**Run 1: layout detail**

Window x 97 to 122, y 53 to 78 µm. Cells in grey, sequential cells in the stronger grey; small squares are vias.
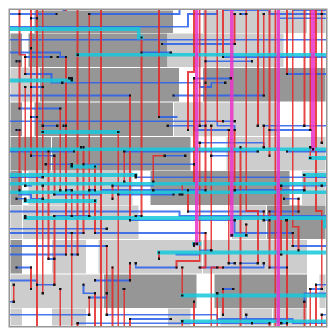
**Run 1: routing congestion map**

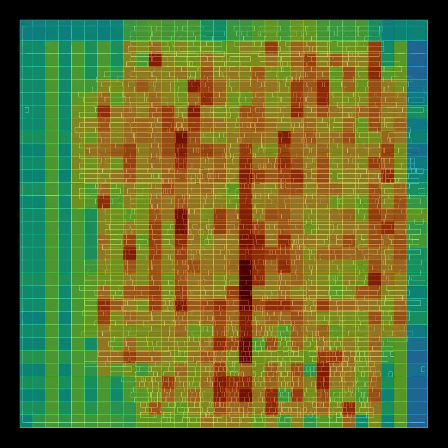
**Run 1: sequential cells grouped by signal name**

(1 px per µm) Other sequential cells in the stronger grey, the rest of the logic in the fainter grey.
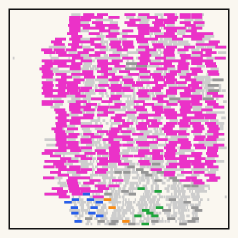
**config.mk**
```make
export PLATFORM = sky130hd
export DESIGN_NAME = frame_deframer
export DESIGN_NICKNAME = d
export VERILOG_FILES = /design/src/rtl/frame_pkg.sv /design/src/rtl/frame_buffer.sv /design/src/rtl/frame_deframer.sv
export SDC_FILE = /design/constraint.sdc
export NUM_CORES = 1
export LEC_CHECK = 0
export CORE_UTILIZATION = 50
export CTS_BUF_LIST = sky130_fd_sc_hd__clkbuf_16
export CTS_CLUSTER_SIZE = 25
export DETAILED_ROUTE_END_ITERATION = 12
export PLACE_DENSITY = 0.74
export SLEW_MARGIN = 5
export SYNTH_ARGS = -nofsm -noshare
export SYNTH_HDL_FRONTEND = slang
export SYNTH_SLANG_ARGS = --single-unit
```
**constraint.sdc**
```tcl
create_clock -name clk -period 2.8 [get_ports clk]
set_input_delay 0.56 -clock clk [delete_from_list [all_inputs] [get_ports clk]]
set_output_delay 0.56 -clock clk [all_outputs]
set_load 0.05 [all_outputs]
```
**src/rtl/frame_pkg.sv**
```systemverilog
// Shared definitions for the frame deframer: sync byte, CRC-8 polynomial,
// abort cause codes, FSM states and the byte-wise CRC update.
package frame_pkg;

  localparam logic [7:0] SYNC_DEFAULT = 8'hA5;
  localparam logic [7:0] CRC8_POLY    = 8'h07;

  localparam logic [1:0] ERR_LEN = 2'd0;
  localparam logic [1:0] ERR_CRC = 2'd1;
  localparam logic [1:0] ERR_DEC = 2'd2;
  localparam logic [1:0] ERR_TMO = 2'd3;

  typedef enum logic [2:0] {
    HUNT,
    LEN,
    PAYLOAD,
    CHECK,
    DRAIN
  } state_t;

  // MSB-first, non-reflected CRC-8 over one byte, no final XOR.
  function automatic logic [7:0] crc8_byte(input logic [7:0] crc, input logic [7:0] data);
    logic [7:0] c;
    c = crc ^ data;
    for (int i = 0; i < 8; i++) begin
      c = c[7] ? ((c << 1) ^ CRC8_POLY) : (c << 1);
    end
    return c;
  endfunction

endpackage

```
**src/rtl/frame_buffer.sv**
```systemverilog
// Simple dual-port payload RAM: synchronous write, registered read.
module frame_buffer #(
  parameter int DEPTH = 64,
  parameter int AW    = 6
) (
  input  logic          clk,
  input  logic          wr_en,
  input  logic [AW-1:0] wr_addr,
  input  logic [7:0]    wr_data,
  input  logic          rd_en,
  input  logic [AW-1:0] rd_addr,
  output logic [7:0]    rd_data
);

  logic [7:0] mem [DEPTH];

  always_ff @(posedge clk) begin
    if (wr_en) mem[wr_addr] <= wr_data;
    if (rd_en) rd_data <= mem[rd_addr];
  end

endmodule

```
**src/rtl/frame_deframer.sv**
```systemverilog
// Hunts SYNC-led frames in the decoded byte stream, checks length and CRC-8,
// buffers one payload and releases it on a valid/ready stream once accepted.
module frame_deframer
  import frame_pkg::*;
#(
  parameter int         MAX_LEN = 64,
  parameter int         TIMEOUT = 1024,
  parameter logic [7:0] SYNC    = SYNC_DEFAULT
) (
  input  logic       clk,
  input  logic       rst,
  input  logic [7:0] d,
  input  logic       d_rdy,
  input  logic       d_err,
  output logic [7:0] out_data,
  output logic       out_valid,
  input  logic       out_ready,
  output logic       out_last,
  output logic       frm_ok,
  output logic       frm_err,
  output logic [1:0] err_code,
  output logic       drop,
  output logic       busy
);

  localparam int         AW       = (MAX_LEN > 1) ? $clog2(MAX_LEN) : 1;
  localparam int         TW       = $clog2(TIMEOUT + 1);
  localparam logic [7:0] MAX_LEN8 = 8'(MAX_LEN);
  localparam logic [TW-1:0] TMO_LAST = TW'(TIMEOUT - 1);

  state_t        state_q, state_d;
  logic [7:0]    len_q, len_d;
  logic [7:0]    idx_q, idx_d;
  logic [7:0]    rd_idx_q, rd_idx_d;
  logic [7:0]    crc_q, crc_d;
  logic [TW-1:0] tmo_q, tmo_d;
  logic          out_valid_q, out_valid_d;
  logic          out_last_q, out_last_d;
  logic          frm_ok_q, frm_ok_d;
  logic          frm_err_q, frm_err_d;
  logic [1:0]    err_code_q, err_code_d;
  logic          drop_q, drop_d;
  logic          wr_en, rd_en;
  logic [7:0]    rd_data;

  frame_buffer #(.DEPTH(MAX_LEN), .AW(AW)) u_buf (
    .clk     (clk),
    .wr_en   (wr_en),
    .wr_addr (idx_q[AW-1:0]),
    .wr_data (d),
    .rd_en   (rd_en),
    .rd_addr (rd_idx_q[AW-1:0]),
    .rd_data (rd_data)
  );

  always_comb begin
    state_d     = state_q;
    len_d       = len_q;
    idx_d       = idx_q;
    rd_idx_d    = rd_idx_q;
    crc_d       = crc_q;
    tmo_d       = tmo_q;
    out_valid_d = out_valid_q;
    out_last_d  = out_last_q;
    frm_ok_d    = 1'b0;
    frm_err_d   = 1'b0;
    err_code_d  = err_code_q;
    drop_d      = 1'b0;
    wr_en       = 1'b0;
    rd_en       = 1'b0;

    case (state_q)
      HUNT: begin
        if (d_rdy && d == SYNC) begin
          state_d = LEN;
          crc_d   = 8'h00;
          tmo_d   = '0;
          idx_d   = 8'h00;
        end
      end

      LEN, PAYLOAD, CHECK: begin
        // A decoder error wins over a simultaneous byte: the byte is never used.
        if (d_err) begin
          frm_err_d  = 1'b1;
          err_code_d = ERR_DEC;
          state_d    = HUNT;
        end else if (d_rdy) begin
          tmo_d = '0;
          case (state_q)
            LEN: begin
              if (d == 8'h00 || d > MAX_LEN8) begin
                frm_err_d  = 1'b1;
                err_code_d = ERR_LEN;
                state_d    = HUNT;
              end else begin
                len_d   = d;
                crc_d   = crc8_byte(crc_q, d);
                state_d = PAYLOAD;
              end
            end
            PAYLOAD: begin
              wr_en = 1'b1;
              idx_d = idx_q + 8'd1;
              crc_d = crc8_byte(crc_q, d);
              if (idx_q + 8'd1 == len_q) state_d = CHECK;
            end
            default: begin
              if (d == crc_q) begin
                frm_ok_d    = 1'b1;
                rd_idx_d    = 8'h00;
                out_valid_d = 1'b0;
                out_last_d  = 1'b0;
                state_d     = DRAIN;
              end else begin
                frm_err_d  = 1'b1;
                err_code_d = ERR_CRC;
                state_d    = HUNT;
              end
            end
          endcase
        end else if (tmo_q == TMO_LAST) begin
          frm_err_d  = 1'b1;
          err_code_d = ERR_TMO;
          state_d    = HUNT;
        end else begin
          tmo_d = tmo_q + TW'(1);
        end
      end

      DRAIN: begin
        drop_d = d_rdy;
        // The RAM read register doubles as the output holding register, so
        // a read is only issued when the current beat leaves (or none is held).
        if (out_valid_q && out_ready && out_last_q) begin
          out_valid_d = 1'b0;
          out_last_d  = 1'b0;
          state_d     = HUNT;
        end else if ((!out_valid_q || out_ready) && rd_idx_q < len_q) begin
          rd_en       = 1'b1;
          rd_idx_d    = rd_idx_q + 8'd1;
          out_valid_d = 1'b1;
          out_last_d  = (rd_idx_q == len_q - 8'd1);
        end else if (out_valid_q && out_ready) begin
          out_valid_d = 1'b0;
        end
      end

      default: state_d = HUNT;
    endcase
  end

  always_ff @(posedge clk) begin
    if (rst) begin
      state_q     <= HUNT;
      len_q       <= 8'h00;
      idx_q       <= 8'h00;
      rd_idx_q    <= 8'h00;
      crc_q       <= 8'h00;
      tmo_q       <= '0;
      out_valid_q <= 1'b0;
      out_last_q  <= 1'b0;
      frm_ok_q    <= 1'b0;
      frm_err_q   <= 1'b0;
      err_code_q  <= 2'd0;
      drop_q      <= 1'b0;
    end else begin
      state_q     <= state_d;
      len_q       <= len_d;
      idx_q       <= idx_d;
      rd_idx_q    <= rd_idx_d;
      crc_q       <= crc_d;
      tmo_q       <= tmo_d;
      out_valid_q <= out_valid_d;
      out_last_q  <= out_last_d;
      frm_ok_q    <= frm_ok_d;
      frm_err_q   <= frm_err_d;
      err_code_q  <= err_code_d;
      drop_q      <= drop_d;
    end
  end

  assign out_data  = out_valid_q ? rd_data : 8'h00;
  assign out_valid = out_valid_q;
  assign out_last  = out_last_q;
  assign frm_ok    = frm_ok_q;
  assign frm_err   = frm_err_q;
  assign err_code  = err_code_q;
  assign drop      = drop_q;
  assign busy      = (state_q != HUNT);

endmodule
```
==> impl_metrics.env, run 1 <==
# yosys + openroad results
export IMPL_status="complete, no violations"
export IMPL_numCtsBuffers=54
export IMPL_grt_setup_unrepaired="false"
export IMPL_cp_num_buf_inv=1
export IMPL_whs_endpoint="len_q[1]"
export IMPL_worst_ep_required_time_ns=2.24
export IMPL_ys_ff=573
export IMPL_cts_repair_resize_count=1
export IMPL_worstSetupEndpoint="out_data[2]"
export IMPL_grt_pass1_vias=12620
export IMPL_fill_cells=3250
export IMPL_track_usage=0.2303
export IMPL_setup_viol=0
export IMPL_yosysWarningCount=0
export IMPL_r2r_slack_ns=0.14
export IMPL_die_area_mm2=0.04756
export IMPL_whs_ns=0.4126
export IMPL_antenna_left=0
export IMPL_worst_slack_ns=0.04260
export IMPL_core_area_mm2=0.04567
export IMPL_drc=0
export IMPL_powerDensity_mw_per_mm2=622.1
export IMPL_r2r_end="u_buf.rd_data[2]"
export IMPL_synth_top_cell_by_count="edfxtp_1"
export IMPL_synth_cells=1253
export IMPL_cts_htree_levels=2
export IMPL_clock_skew_ns=0.02517
export IMPL_criticalPathCategory="register to primary output"
export IMPL_syn_area_mm2=0.02335
export IMPL_critPathArrivalTime_ns=2.20
export IMPL_totalWireLength_um=53020
export IMPL_worstHoldStart="d[1]"
export IMPL_drt_iter0_drc=1302
export IMPL_utilization=0.5924
export IMPL_fin_crit_ns=2.757
export IMPL_peakVddDrop_mv=0.4997
export IMPL_finalHoldViolCount=0
export IMPL_yosysTopAreaCell="edfxtp_1"
export IMPL_path_delay_family="buffers and inverters"
export IMPL_finalPower_mw=16.83
export IMPL_antenna_found_initial=1
export IMPL_whs_path_depth=3
export IMPL_path_clk_slew_ns=0.07
export IMPL_warnings=26
export IMPL_diodes=0
export IMPL_dpl_instance_area_mm2=0.02532
export IMPL_syn_to_final_growth_pct=15.90
export IMPL_clk_latency_ns=0.60
export IMPL_finalSetupTns_ns=0
export IMPL_fp_util=0.5112
export IMPL_fin_nets=1447
export IMPL_cp_max_fo=12
export IMPL_flop_cell="edfxtp_1"
export IMPL_cts_buffer_depth=3
export IMPL_drive_above_1_share=0.2853
export IMPL_area_leaders="edfxtp_1, mux4_2, dfxtp_1"
export IMPL_dp_cells=1963
export IMPL_postCtsHoldBufs=0
export IMPL_synth_edff_count=520
export IMPL_post_cts_buffers=0
export IMPL_hpwl_um=33630
export IMPL_cap_violations=0
export IMPL_port_buffers=28
export IMPL_worst_path_stages=2
export IMPL_syn_nets=1281
export IMPL_synth_distinct_cells=58
export IMPL_path_cells="and2_1, clkdlybuf4s50_1"
export IMPL_cts_sinks=573
export IMPL_tritoncts="yes"
export IMPL_hold_path_class="input port to register"
export IMPL_rr_worst_depth=6
export IMPL_grt_max_degree=66
export IMPL_die_x_um=218.1
export IMPL_tightest_slew_ns=0.8679
export IMPL_vias_per_cell=6.037
export IMPL_finalClockPeriodUsage=0.9848
export IMPL_synthArstFlopShare=0
export IMPL_fin_cells=2065
export IMPL_r2r_start="rd_idx_q[0]"
export IMPL_cp_slowest_cell="clkdlybuf4s50_1"
export IMPL_ys_seq_frac=0.7143
export IMPL_crit_path_start="out_valid"
export IMPL_grt_pass1_wl_um=80310
export IMPL_cpPeakStageDelay_ns=0.80
export IMPL_place_ws_ns=0.07770
export IMPL_rows=78
export IMPL_startpoint_type="register"
export IMPL_top_area_frac=0.6688
export IMPL_final_area_mm2=0.02706
export IMPL_drv_slew=0
export IMPL_clockRootBuffer="clkbuf_16"
export IMPL_globalplace_congestion=0.8401
export IMPL_syn_area_per_cell_um2=18.63
export IMPL_slew_headroom=0.4197
export IMPL_overflow=0
export IMPL_synthTopCellsByCount="edfxtp_1, mux4_2, nor2_1"
export IMPL_die_height_um=218.1
export IMPL_yosys_area_mm2=0.02335
export IMPL_vias=12470
export IMPL_endpoint_kind="primary output"
export IMPL_clock_fmax_mhz=362.7
export IMPL_ys_cells=1253
export IMPL_power_leakage_nw=8.580
export IMPL_firstDrtPassIters=5
export IMPL_ioPinCount=29
About 'layout detail':
legend:
  blue:
    layer: met1
  cyan:
    layer: met3
  magenta:
    layer: met4
  red:
    layer: met2
cells with their middle in the window: 27
most frequent: mux4_2 (7), edfxtp_1 (7), buf_4 (5)
netlist names of flops here include: u_buf.mem (7), idx_q (3)
sequential cells in the window: 10

About 'routing congestion map':
gr busiest metal: met2
DR WL/cell: 25.68 µm
met1 Use GR: 0.3159

About 'sequential cells grouped by signal name':
legend:
  blue:
    name_in_the_netlist: tmo_q
    placed_flops: 11
  orange:
    name_in_the_netlist: state_q
    placed_flops: 3
  magenta:
    name_in_the_netlist: u_buf.mem
    placed_flops: 512
  green:
    name_in_the_netlist: crc_q
    placed_flops: 8

-- run 1: registers in the layout, indices dropped and copies added, names as in the netlist --
name,cells
rd_idx_q,8
frm_err,1
len_q,8
idx_q,8
out_last,1
state_q,3
u_buf.mem,512
out_valid,1
err_code,2
crc_q,8
frm_ok,1
u_buf.rd_data,8
drop,1
tmo_q,11
-- run 1: layout by cell type (no fill, tap or decap), types with 16 or more instances in the layout --
cell / Yosys / routed
xnor2_1: 43 / 43
edfxtp_1: 520 / 520
o21ai_0: 18 / 18
mux4_2: 160 / 160
dfxtp_1: 53 / 48
clkbuf_16: 0 / 55
nand2_1: 35 / 35
buf_4: 2 / 141
inv_1: 16 / 25
a21oi_1: 28 / 28
nor2_1: 111 / 111
clkinv_1: 0 / 16
nand3_1: 21 / 21
-- run 1: metal layers --
layer  track usage  up-vias  part of all wire
li1              -     5383                 -
met1        0.3159     6482              0.41
met2        0.3848      519              0.50
met3       0.03577       83             0.063
met4       0.06410        0             0.024
met5             0        -                 0
-- run 1: power breakdown --
part	internal (mW)	switching, mW
clock network	4.03	3.11
registers	9.32	0.00985
logic	0.101	0.270
-- run 1: cells by family after synthesis --
| logic type | Yosys count | share of synthesized area |
|---|---|---|
| AND/OR/NAND/NOR | 262 | 0.05606 |
| XOR/XNOR | 57 | 0.02138 |
| AND-OR/OR-AND | 85 | 0.02294 |
| adder cells (fa/ha/maj) | 15 | 0.008039 |
| multiplexers | 177 | 0.1618 |
| buffers and inverters | 84 | 0.01549 |
| flip-flops | 573 | 0.7143 |
-- run 1: cell type report --
class                      instances  area, µm²  area share
multi-input combinational        596       6310      0.2332
tap                              600      750.7     0.02774
clock inverter                    47      360.3     0.01332
clock buffer                      55       1376     0.05086
inverter                          16      60.06    0.002220
sequential                       573      16690      0.6167
timing repair buffer             178       1514     0.05595
==> run 2, diff against run 1 <==
Settings changed: HOLD_SLACK_MARGIN set to 0.1.
**Run 2: routing congestion map**

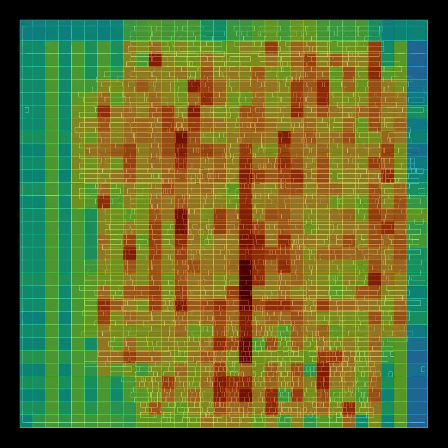
met2 Use GR: 0.3848
routing usage on met3: 0.03577
final design utilization: 0.5924
GRT Resource Usage Total: 0.2303

==> impl_metrics.env, run 2 <==
# yosys + openroad results
export IMPL_vias=12470
export IMPL_clockRootBuffer="clkbuf_16"
export IMPL_flop_cell="edfxtp_1"
export IMPL_synth_edff_count=520
export IMPL_status="complete, no violations"
export IMPL_path_clk_slew_ns=0.07
export IMPL_place_ws_ns=0.07770
export IMPL_synth_top_cell_by_count="edfxtp_1"
export IMPL_cts_sinks=573
export IMPL_grt_setup_unrepaired="false"
export IMPL_fin_nets=1447
export IMPL_core_area_mm2=0.04567
export IMPL_worst_slack_ns=0.04260
export IMPL_top_layer="met4"
export IMPL_drive_above_1_share=0.2853
export IMPL_syn_nets=1281
export IMPL_finalSetupTns_ns=0
export IMPL_p_comb_frac=0.022
export IMPL_tritoncts="yes"
export IMPL_fill_cells=3250
export IMPL_antenna_left=0
export IMPL_ys_cells=1253
export IMPL_yosys_area_mm2=0.02335
export IMPL_hold_path_class="input port to register"
export IMPL_port_buffers=28
export IMPL_drc=0
export IMPL_drv_slew=0
export IMPL_largest_register_ffs=512
export IMPL_setup_viol=0
export IMPL_syn_to_final_growth_pct=15.90
export IMPL_grt_pass1_wl_um=80310
export IMPL_vias_per_cell=6.037
export IMPL_worst_ep_required_time_ns=2.24
export IMPL_finalHoldViolCount=0
export IMPL_finalClockPeriodUsage=0.9848
export IMPL_final_area_mm2=0.02706
export IMPL_finalPower_mw=16.83
export IMPL_grt_busiest_layer="met2"
export IMPL_overflow=0
export IMPL_area_leaders="edfxtp_1, mux4_2, dfxtp_1"
export IMPL_ys_ff=573
export IMPL_synthArstFlopShare=0
export IMPL_syn_area_per_cell_um2=18.63
export IMPL_yosysWarningCount=0
export IMPL_top_area_frac=0.6688
export IMPL_warnings=26
export IMPL_fp_util=0.5112
export IMPL_post_cts_buffers=0
export IMPL_synth_cells=1253
export IMPL_diodes=0
export IMPL_firstDrtPassIters=5
export IMPL_hpwl_um=33630
export IMPL_globalplace_congestion=0.8401
export IMPL_internal_power_mw=13.44
export IMPL_met3_length_um=3364
export IMPL_fin_crit_ns=2.757
export IMPL_endpoint_kind="primary output"
export IMPL_grtUsageMet1=0.3159
export IMPL_die_height_um=218.1
export IMPL_clock_fmax_mhz=362.7
export IMPL_tightest_slew_ns=0.8679
export IMPL_slew_headroom=0.4197
export IMPL_clkPwrFrac=0.424
export IMPL_lay_top_cells="edfxtp_1, mux4_2, buf_4"
export IMPL_dp_cells=1963
export IMPL_regMostFlops="u_buf.mem"
export IMPL_postCtsHoldBufs=0
export IMPL_synthTopCellsByCount="edfxtp_1, mux4_2, nor2_1"
**Run 2: layout detail**

Window x 97 to 122, y 53 to 78 µm. Cells in grey, sequential cells in the stronger grey; small squares are vias.
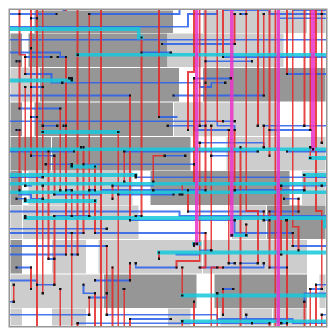
legend:
  red:
    layer: met2
  magenta:
    layer: met4
  cyan:
    layer: met3
  blue:
    layer: met1
most frequent: mux4_2 (7), edfxtp_1 (7), buf_4 (5)
cells with their middle in the window: 27
sequential cells in the window: 10
netlist names of flops here include: u_buf.mem (7), idx_q (3)

-- run 2: cell counts after synthesis --
Identical to the previous run, type by type.
-- run 2: cell families (layout without fill, tap and decap cells) --
group	after synthesis	after routing	synth area share
multiplexers	177	177	0.1618
AND-OR/OR-AND	85	85	0.02294
XOR/XNOR	57	57	0.02138
buffers and inverters	84	296	0.01549
adder cells (fa/ha/maj)	15	15	0.008039
flip-flops	573	573	0.7143
AND/OR/NAND/NOR	262	262	0.05606
-- run 2: worst max-delay path, stage by stage, from the launching register on --
cell,delay (ns)
dfxtp_2,0.57
and2_1,0.22
clkdlybuf4s50_1,0.80
-- run 2: layout make-up --
| class | count | area (µm²) | share of cell area |
|---|---|---|---|
| repair buffers | 178 | 1514 | 0.05595 |
| flip-flops and latches | 573 | 16690 | 0.6167 |
| well taps | 600 | 750.7 | 0.02774 |
| clock inverters | 47 | 360.3 | 0.01332 |
| inverters | 16 | 60.06 | 0.002220 |
| clock buffers | 55 | 1376 | 0.05086 |
| multi-input cells | 596 | 6310 | 0.2332 |
-- run 2: final timing paths --
| path | startpoint | to | slack, ns | depth (start not counted) |
|---|---|---|---|---|
| max | out_valid | out_data[2] | 0.04 | 2 |
| min | d[1] | len_q[1] | 0.41 | 3 |
| max reg2reg | rd_idx_q[0] | u_buf.rd_data[2] | 0.14 | 6 |
| min reg2reg | crc_q[1] | crc_q[1] | 0.48 | 2 |
-- run 2: power by group through the flow --
stage | clock (mW) | sequential, mW | combinational (mW)
after detailed placement | 0 | 9.51 | 0.369
final | 7.13 | 9.33 | 0.370
after CTS | 7.21 | 9.33 | 0.370
after global placement | 0 | 9.51 | 0.356
after global routing | 7.52 | 9.32 | 0.399
after floorplan | 0 | 9.52 | 0.137
==> run 3, diff against run 2 <==
Settings changed: CTS_CLUSTER_DIAMETER set to 30.
**Run 3: pin map**

(2 px per µm) Pins as bars across the die edge, other pins in grey.
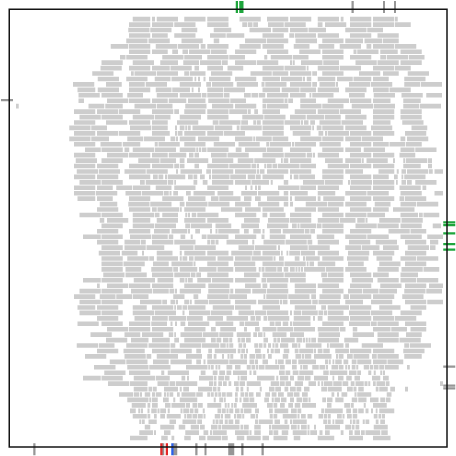
legend:
  red:
    port: err_code
    pins: 2
    direction: output
    edge: south
  green:
    port: out_data
    pins: 8
    direction: output
    edge: 5 east, 3 north
  blue:
    port: frm_err
    pins: 1
    direction: output
    edge: south
all pins by edge: 14 south, 8 east, 6 north, 1 west
Die H: 218.1 µm
DIE WIDTH: 218.1 µm
PortBufs: 28

==> impl_metrics.env, run 3 <==
# yosys + openroad results
export IMPL_clock_fmax_mhz=374.2
export IMPL_post_cts_buffers=0
export IMPL_hold_path_class="input port to register"
export IMPL_cp_num_buf_inv=2
export IMPL_diodes=1
export IMPL_drt_met1_wl_um=22060
export IMPL_peakVddDrop_mv=0.4339
export IMPL_worst_ep_required_time_ns=3.16
export IMPL_taps=600
export IMPL_ys_cells=1253
export IMPL_yosysWarningCount=0
export IMPL_synth_cells=1253
export IMPL_drc=0
export IMPL_area_leaders="edfxtp_1, mux4_2, dfxtp_1"
export IMPL_ioPinCount=29
export IMPL_p_sw_mw=4.484
export IMPL_place_ws_ns=0.07770
export IMPL_largestClassByArea="flip-flops and latches"
export IMPL_inv_count=16
export IMPL_endpoint_kind="register"
export IMPL_whs_ns=0.4214
export IMPL_p_comb_frac=0.018
export IMPL_largest_register_ffs=512
export IMPL_slew_headroom=0.4556
export IMPL_critPathArrivalTime_ns=3.03
export IMPL_ys_seq_frac=0.7143
export IMPL_path_delay_family="multiplexers"
export IMPL_path_cells="buf_12, buf_12, mux4_2, mux4_2, a22oi_1, nand2_1"
export IMPL_fill_cells=3058
export IMPL_flop_count=573
export IMPL_comb_share=0.2221
export IMPL_rows=78
export IMPL_powerDensity_mw_per_mm2=730.3
export IMPL_nMultiInputCombCells=596
export IMPL_synthArstFlopShare=0
export IMPL_setup_viol=0
export IMPL_flop_cell="edfxtp_1"
export IMPL_largestRegisters="u_buf.mem x512, tmo_q x11"
export IMPL_top_layer="met4"
export IMPL_antenna_found_initial=1
export IMPL_regArea_mm2=0.01669
export IMPL_finalSetupTns_ns=0
export IMPL_synth_top_cell_by_count="edfxtp_1"
export IMPL_postCtsHoldBufs=0
export IMPL_finalPower_mw=20.75
export IMPL_cts_sinks=573
export IMPL_firstDrtPassIters=6
export IMPL_core_area_mm2=0.04567
export IMPL_cpPeakStageDelay_ns=0.59
export IMPL_globalplace_congestion=0.8401
export IMPL_clkCellAreaFrac=0.1083
export IMPL_drv_slew=0
export IMPL_met3_length_um=4699
export IMPL_cap_violations=0
export IMPL_finalClockPeriodUsage=0.9544
export IMPL_cp_slowest_cell="mux4_2"
export IMPL_track_usage=0.2478
export IMPL_fin_crit_ns=2.672
export IMPL_worst_slack_ns=0.1278
export IMPL_seq_power_share=0.450
export IMPL_wl_met2_um=28000
export IMPL_drive_above_1_share=0.3251
export IMPL_overflow=0
export IMPL_tightest_slew_ns=0.8141
export IMPL_clock_skew_ns=0.02589
export IMPL_grt_setup_unrepaired="false"
export IMPL_internal_power_mw=16.26
export IMPL_regMostFlops="u_buf.mem"
export IMPL_grt_max_degree=66
export IMPL_syn_nets=1281
export IMPL_nonClkBufAreaFrac=0.05351
export IMPL_vias=13020
export IMPL_clkbuf_count=93
export IMPL_fin_cells=2133
export IMPL_grt_pass1_vias=13270
export IMPL_yosysTopAreaCell="edfxtp_1"
export IMPL_drt_iter0_drc=1411
export IMPL_path_clk_slew_ns=0.06
export IMPL_syn_area_mm2=0.02335
export IMPL_vias_per_cell=6.105
export IMPL_hpwl_um=33630
export IMPL_synthTopCellsByCount="edfxtp_1, mux4_2, nor2_1"
export IMPL_synth_distinct_cells=58
export IMPL_clockRootBuffer="clkbuf_16"
export IMPL_numCtsBuffers=91
export IMPL_syn_area_per_cell_um2=18.63
export IMPL_lay_top_cells="edfxtp_1, mux4_2, buf_4"
export IMPL_cts_buffer_depth=3
export IMPL_synth_edff_count=520
export IMPL_dp_cells=1963
export IMPL_antenna_left=0
export IMPL_top_area_frac=0.6688
export IMPL_fin_nets=1484
export IMPL_startpoint_type="register"
export IMPL_finalHoldViolCount=0
export IMPL_mostFrequentLayoutCell="edfxtp_1"
export IMPL_status="complete, no violations"
export IMPL_yosys_area_mm2=0.02335
export IMPL_clk_latency_ns=0.62
export IMPL_criticalPathCategory="register to register"
export IMPL_die_area_mm2=0.04756
export IMPL_drt_wirelength_per_cell_um=26.74
export IMPL_tritoncts="yes"
export IMPL_switching_share=0.2161
**Run 3: routing congestion map**

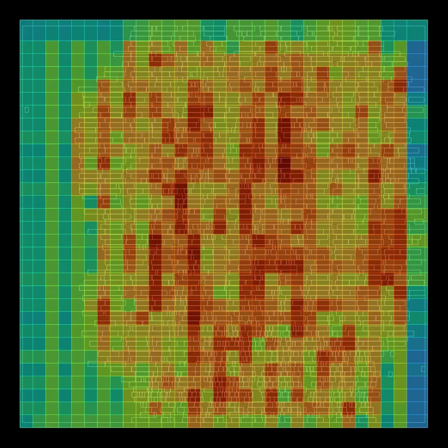
met1 Use GR: 0.3266
routing usage on met3: 0.04468
final design utilization: 0.6220

[run 3: cell counts after synthesis]
Identical to the previous run, type by type.
[run 3: routing by layer]
layer / vias to the layer above / GRT usage
met4: 0 / 0.1086
li1: 5505 / -
met5: - / 0
met1: 6713 / 0.3266
met3: 127 / 0.04468
met2: 678 / 0.4056
[run 3: path summary, 6_finish.rpt]
kind	startpoint	endpoint	slack [ns]	depth (start not counted)
max	rd_idx_q[0]	u_buf.rd_data[1]	0.13	6
min reg2reg	crc_q[1]	crc_q[1]	0.48	2
min	d[1]	len_q[1]	0.42	3
max reg2reg	rd_idx_q[0]	u_buf.rd_data[1]	0.13	6
[run 3: through the flow]
stage / utilization / area [µm²]
final: 0.6220 / 28410
after global routing: 0.6220 / 28410
after CTS: 0.6217 / 28390
after detailed placement: 0.5543 / 25320
after global placement: 0.5543 / 25320
after floorplan: - / 23350
[run 3: kinds of logic after synthesis]
logic type | Yosys count | share of synthesized area
flip-flops | 573 | 0.7143
AND/OR/NAND/NOR | 262 | 0.05606
multiplexers | 177 | 0.1618
AND-OR/OR-AND | 85 | 0.02294
buffers and inverters | 84 | 0.01549
XOR/XNOR | 57 | 0.02138
adder cells (fa/ha/maj) | 15 | 0.008039
[run 3: power by group through the flow]
stage | clock, mW | sequential [mW] | combinational [mW]
floorplan | 0 | 9.52 | 0.137
global placement | 0 | 9.51 | 0.356
detailed placement | 0 | 9.51 | 0.369
CTS | 11.1 | 9.34 | 0.373
global route | 11.5 | 9.33 | 0.400
finish | 11.0 | 9.34 | 0.373
[run 3: timing repair]
| item | CTS | global route |
|---|---|---|
| endpoints found under the setup margin | 6 | 5 |
| resized | 2 | 5 |
| cloned | 0 | 0 |
[run 3: tightest hold or removal path, stage by stage]
cell and delay, ns:
buf_2 0.17, mux2i_1 0.16, nor2_1 0.07
Power and IR drop assume default switching activity.
